--- config.mk ---
export PLATFORM = sky130hd
export DESIGN_NAME = pipeline_ctrl
export DESIGN_NICKNAME = d
export VERILOG_FILES = /design/src/rtl/rv32i_types.sv /design/src/rtl/hazard_detect.sv /design/src/rtl/pipeline_ctrl.sv
export SDC_FILE = /design/constraint.sdc
export NUM_CORES = 1
export LEC_CHECK = 0
export CAP_MARGIN = 15
export CORE_ASPECT_RATIO = 1.25
export CORE_MARGIN = 10
export CORE_UTILIZATION = 45
export DETAILED_ROUTE_END_ITERATION = 12
export PLACE_DENSITY = 0.8
export SYNTH_ARGS = -nofsm -noshare
export SYNTH_HDL_FRONTEND = slang
export SYNTH_SLANG_ARGS = --single-unit
--- constraint.sdc ---
create_clock -name clk -period 3.2 [get_ports clk]
set_clock_uncertainty 0.2 [all_clocks]
set_input_delay 0.96 -clock clk [delete_from_list [all_inputs] [get_ports clk]]
set_output_delay 0.96 -clock clk [all_outputs]
set_load 0.01 [all_outputs]
--- src/rtl/rv32i_types.sv ---
// Shared rv32i datapath types, plus the stall/flush sequencer state.
package rv32i_types;

  typedef logic [31:0] rv32i_word;
  typedef logic [4:0]  rv32i_reg;

  typedef enum logic [6:0] {
    op_lui   = 7'b0110111,
    op_auipc = 7'b0010111,
    op_jal   = 7'b1101111,
    op_jalr  = 7'b1100111,
    op_br    = 7'b1100011,
    op_load  = 7'b0000011,
    op_store = 7'b0100011,
    op_imm   = 7'b0010011,
    op_reg   = 7'b0110011,
    op_csr   = 7'b1110011
  } rv32i_opcode;

  typedef enum logic {
    RUN    = 1'b0,
    SQUASH = 1'b1
  } pctrl_state_t;

  function automatic logic is_load(input rv32i_opcode op);
    return op == op_load;
  endfunction

endpackage

--- src/rtl/hazard_detect.sv ---
// Load-use compare: the EX load's destination is read by the ID instruction.
module hazard_detect
  import rv32i_types::*;
(
  input  rv32i_opcode ex_opcode,
  input  rv32i_reg    ex_rd,
  input  rv32i_reg    id_rs1,
  input  rv32i_reg    id_rs2,
  input  logic        id_uses_rs1,
  input  logic        id_uses_rs2,
  output logic        hazard
);

  logic rs1_hit;
  logic rs2_hit;

  // x0 never carries a value, so a load into it cannot create a dependency.
  assign rs1_hit = id_uses_rs1 && (id_rs1 == ex_rd);
  assign rs2_hit = id_uses_rs2 && (id_rs2 == ex_rd);
  assign hazard  = is_load(ex_opcode) && (ex_rd != 5'd0) && (rs1_hit || rs2_hit);

endmodule

--- src/rtl/pipeline_ctrl.sv ---
// Stall/flush sequencer for the 5-stage pipeline: drives per-stage load/flush,
// defers redirects that collide with an I-cache miss, and counts stalls/flushes.
module pipeline_ctrl
  import rv32i_types::*;
#(
  parameter int CNT_W = 32
) (
  input  logic             clk,
  input  logic             rst,
  input  logic             i_mem_read,
  input  logic             i_mem_resp,
  input  logic             d_mem_read,
  input  logic             d_mem_write,
  input  logic             d_mem_resp,
  input  rv32i_opcode      id_opcode,
  input  rv32i_reg         id_rs1,
  input  rv32i_reg         id_rs2,
  input  logic             id_uses_rs1,
  input  logic             id_uses_rs2,
  input  rv32i_opcode      ex_opcode,
  input  rv32i_reg         ex_rd,
  input  logic             ex_mispredict,
  input  rv32i_word        ex_target,
  output logic             load_pc,
  output logic             pc_redirect_sel,
  output rv32i_word        pc_redirect_out,
  output logic             load_if_id,
  output logic             flush_if_id,
  output logic             load_id_ex,
  output logic             flush_id_ex,
  output logic             load_ex_mem,
  output logic             load_mem_wb,
  output logic             squash_pending,
  output logic [CNT_W-1:0] stall_count,
  output logic [CNT_W-1:0] flush_count
);

  // Handshake: a cache request is outstanding while *_read/*_write is high and
  // completes in the cycle its *_resp is high; until then the stage is stalled.

  pctrl_state_t state_q;
  pctrl_state_t state_d;
  rv32i_word    redir_q;
  rv32i_word    redir_d;
  logic         imem_stall;
  logic         dmem_stall;
  logic         hazard;
  logic         flush_inc;
  logic         stall_inc;
  logic         id_is_load;

  assign imem_stall = i_mem_read && !i_mem_resp;
  assign dmem_stall = (d_mem_read || d_mem_write) && !d_mem_resp;
  assign stall_inc  = (imem_stall || dmem_stall) && !rst;

  // The ID opcode is not needed for the compare; kept on the port for tracing.
  assign id_is_load = is_load(id_opcode);

  hazard_detect u_hazard_detect (
    .ex_opcode   (ex_opcode),
    .ex_rd       (ex_rd),
    .id_rs1      (id_rs1),
    .id_rs2      (id_rs2),
    .id_uses_rs1 (id_uses_rs1),
    .id_uses_rs2 (id_uses_rs2),
    .hazard      (hazard)
  );

  assign squash_pending  = (state_q == SQUASH);
  assign pc_redirect_out = (state_q == SQUASH) ? redir_q : ex_target;

  always_comb begin
    load_pc         = 1'b1;
    pc_redirect_sel = 1'b0;
    load_if_id      = 1'b1;
    flush_if_id     = 1'b0;
    load_id_ex      = 1'b1;
    flush_id_ex     = 1'b0;
    load_ex_mem     = 1'b1;
    load_mem_wb     = 1'b1;
    state_d         = state_q;
    redir_d         = redir_q;
    flush_inc       = 1'b0;

    if (rst) begin
      load_pc     = 1'b0;
      load_if_id  = 1'b0;
      load_id_ex  = 1'b0;
      load_ex_mem = 1'b0;
      load_mem_wb = 1'b0;
      flush_if_id = 1'b1;
      flush_id_ex = 1'b1;
      state_d     = RUN;
    end else if (dmem_stall) begin
      // Whole pipe frozen; EX holds, so a mispredict reappears once it moves.
      load_pc     = 1'b0;
      load_if_id  = 1'b0;
      load_id_ex  = 1'b0;
      load_ex_mem = 1'b0;
      load_mem_wb = 1'b0;
      // The pending redirect still lands when the I-miss returns, since IF is
      // independent of the D-side freeze.
      if (state_q == SQUASH && i_mem_resp) begin
        load_pc         = 1'b1;
        pc_redirect_sel = 1'b1;
        flush_if_id     = 1'b1;
        state_d         = RUN;
      end
    end else begin
      unique case (state_q)
        RUN: begin
          if (ex_mispredict) begin
            flush_if_id = 1'b1;
            flush_id_ex = 1'b1;
            flush_inc   = 1'b1;
            if (imem_stall) begin
              load_pc = 1'b0;
              redir_d = ex_target;
              state_d = SQUASH;
            end else begin
              pc_redirect_sel = 1'b1;
            end
          end else if (hazard) begin
            load_pc     = 1'b0;
            load_if_id  = 1'b0;
            flush_id_ex = 1'b1;
          end else if (imem_stall) begin
            load_pc     = 1'b0;
            flush_if_id = 1'b1;
          end
        end
        SQUASH: begin
          // Whatever the in-flight fetch returns is wrong-path; drop it.
          flush_if_id = 1'b1;
          if (i_mem_resp) begin
            pc_redirect_sel = 1'b1;
            state_d         = RUN;
          end else begin
            load_pc = 1'b0;
          end
        end
        default: state_d = RUN;
      endcase
    end
  end

  always_ff @(posedge clk) begin
    if (rst) begin
      state_q     <= RUN;
      redir_q     <= '0;
      stall_count <= '0;
      flush_count <= '0;
    end else begin
      state_q <= state_d;
      redir_q <= redir_d;
      if (stall_inc) stall_count <= stall_count + CNT_W'(1);
      if (flush_inc) flush_count <= flush_count + CNT_W'(1);
    end
  end

endmodule

==> PnR_summary.wiki <==
== Run summary ==
{| class="wikitable"
! Metric !! Value
|-
| Internal reg-to-reg setup slack || 980 ps
|-
| Status || finished, violations left
|-
| Final WS setup || -423 ps
|-
| Final non-filler cell total || 906
|-
| Total of hold buffers inserted after clock tree synthesis || 0
|-
| Setup TNS after final layout || -1470 ps
|-
| CTS H-tree lvls || 3
|-
| Fraction of standard cell area that is sequential || 26.9%
|-
| Maximum number of pins on one net before global-route repair || 71
|-
| Maximum fanout along the worst path || 2
|-
| Multi-input gate count || 435
|-
| Grt total ovfl || 0
|-
| FF-to-FF End || stall_count[31]
|-
| Vertical die dimension || 137 um
|-
| Antenna Cells || 3
|-
| Power drawn by the combinational cells || 354 uW
|-
| Sequential power || 1.24 mW
|-
| Number of endpoints failing setup at the final stage || 4
|-
| Max Slew Vio Count || 0
|-
| Failing checks || setup timing
|}
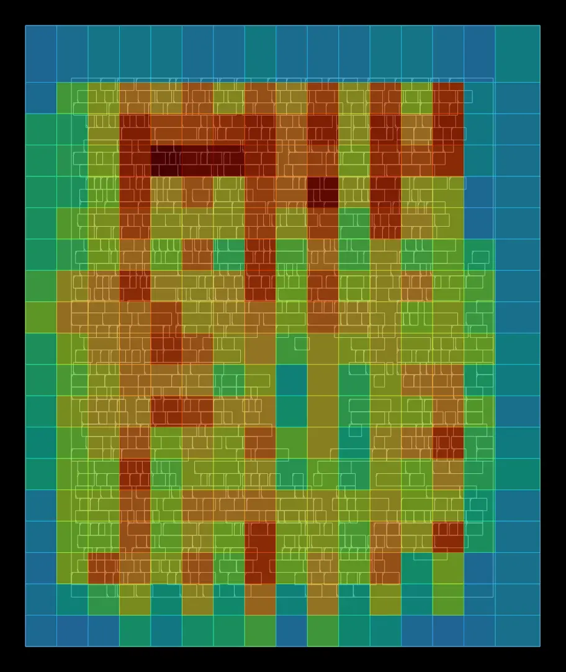
(images/final_congestion.png)
met2 track demand over resource in global routing: 34.3%
post-detailed-route wirelength per cell: 17.9 um
met3 usage in global routing: 6.09%
end-of-flow core utilization: 68.0%

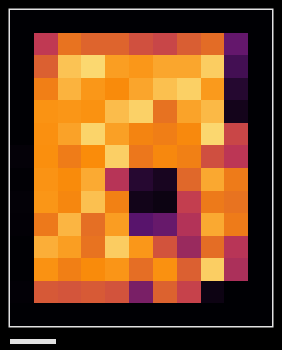
(images/density.png)
Scale bar: 20 um. 11 x 14 tiles, from black (low) to pale yellow (high), 0 to 100% covered.
The fullest tile reaches 92%. The mean over all tiles is 46%. 31% of the tiles are nearly empty. 28% of the tiles are over 75% full.
core box area: 10600 um2
Floorplan Utilization: 46.2%

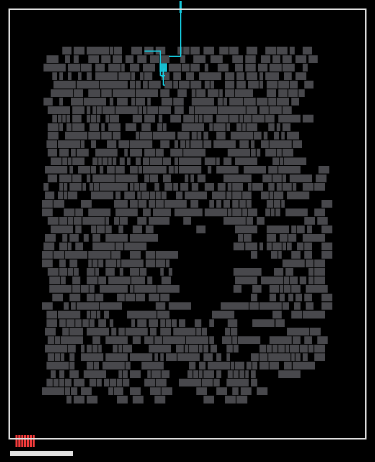
(images/port_nets.png)
Scale bar: 20 um.
load_mem_wb: drawn in cyan, bits 1, direction output, edge top, end cells 1, wire 38.9 um. id_opcode: drawn in red, bits 7, direction input, edge bottom, end cells 0.

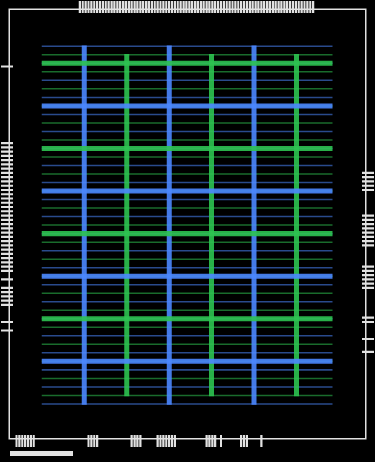
(images/pdn.png)
Scale bar: 20 um. Pins as bars on the die edge.
VSS: drawn in blue. VDD: drawn in green.
6 straps on met4. The core has 42 rows. 8 straps on met5. 43 met1 rails follow the rows. 176 signal pins sit on the boundary.

Power figures rest on the tool's default switching activity, not on a simulated workload.
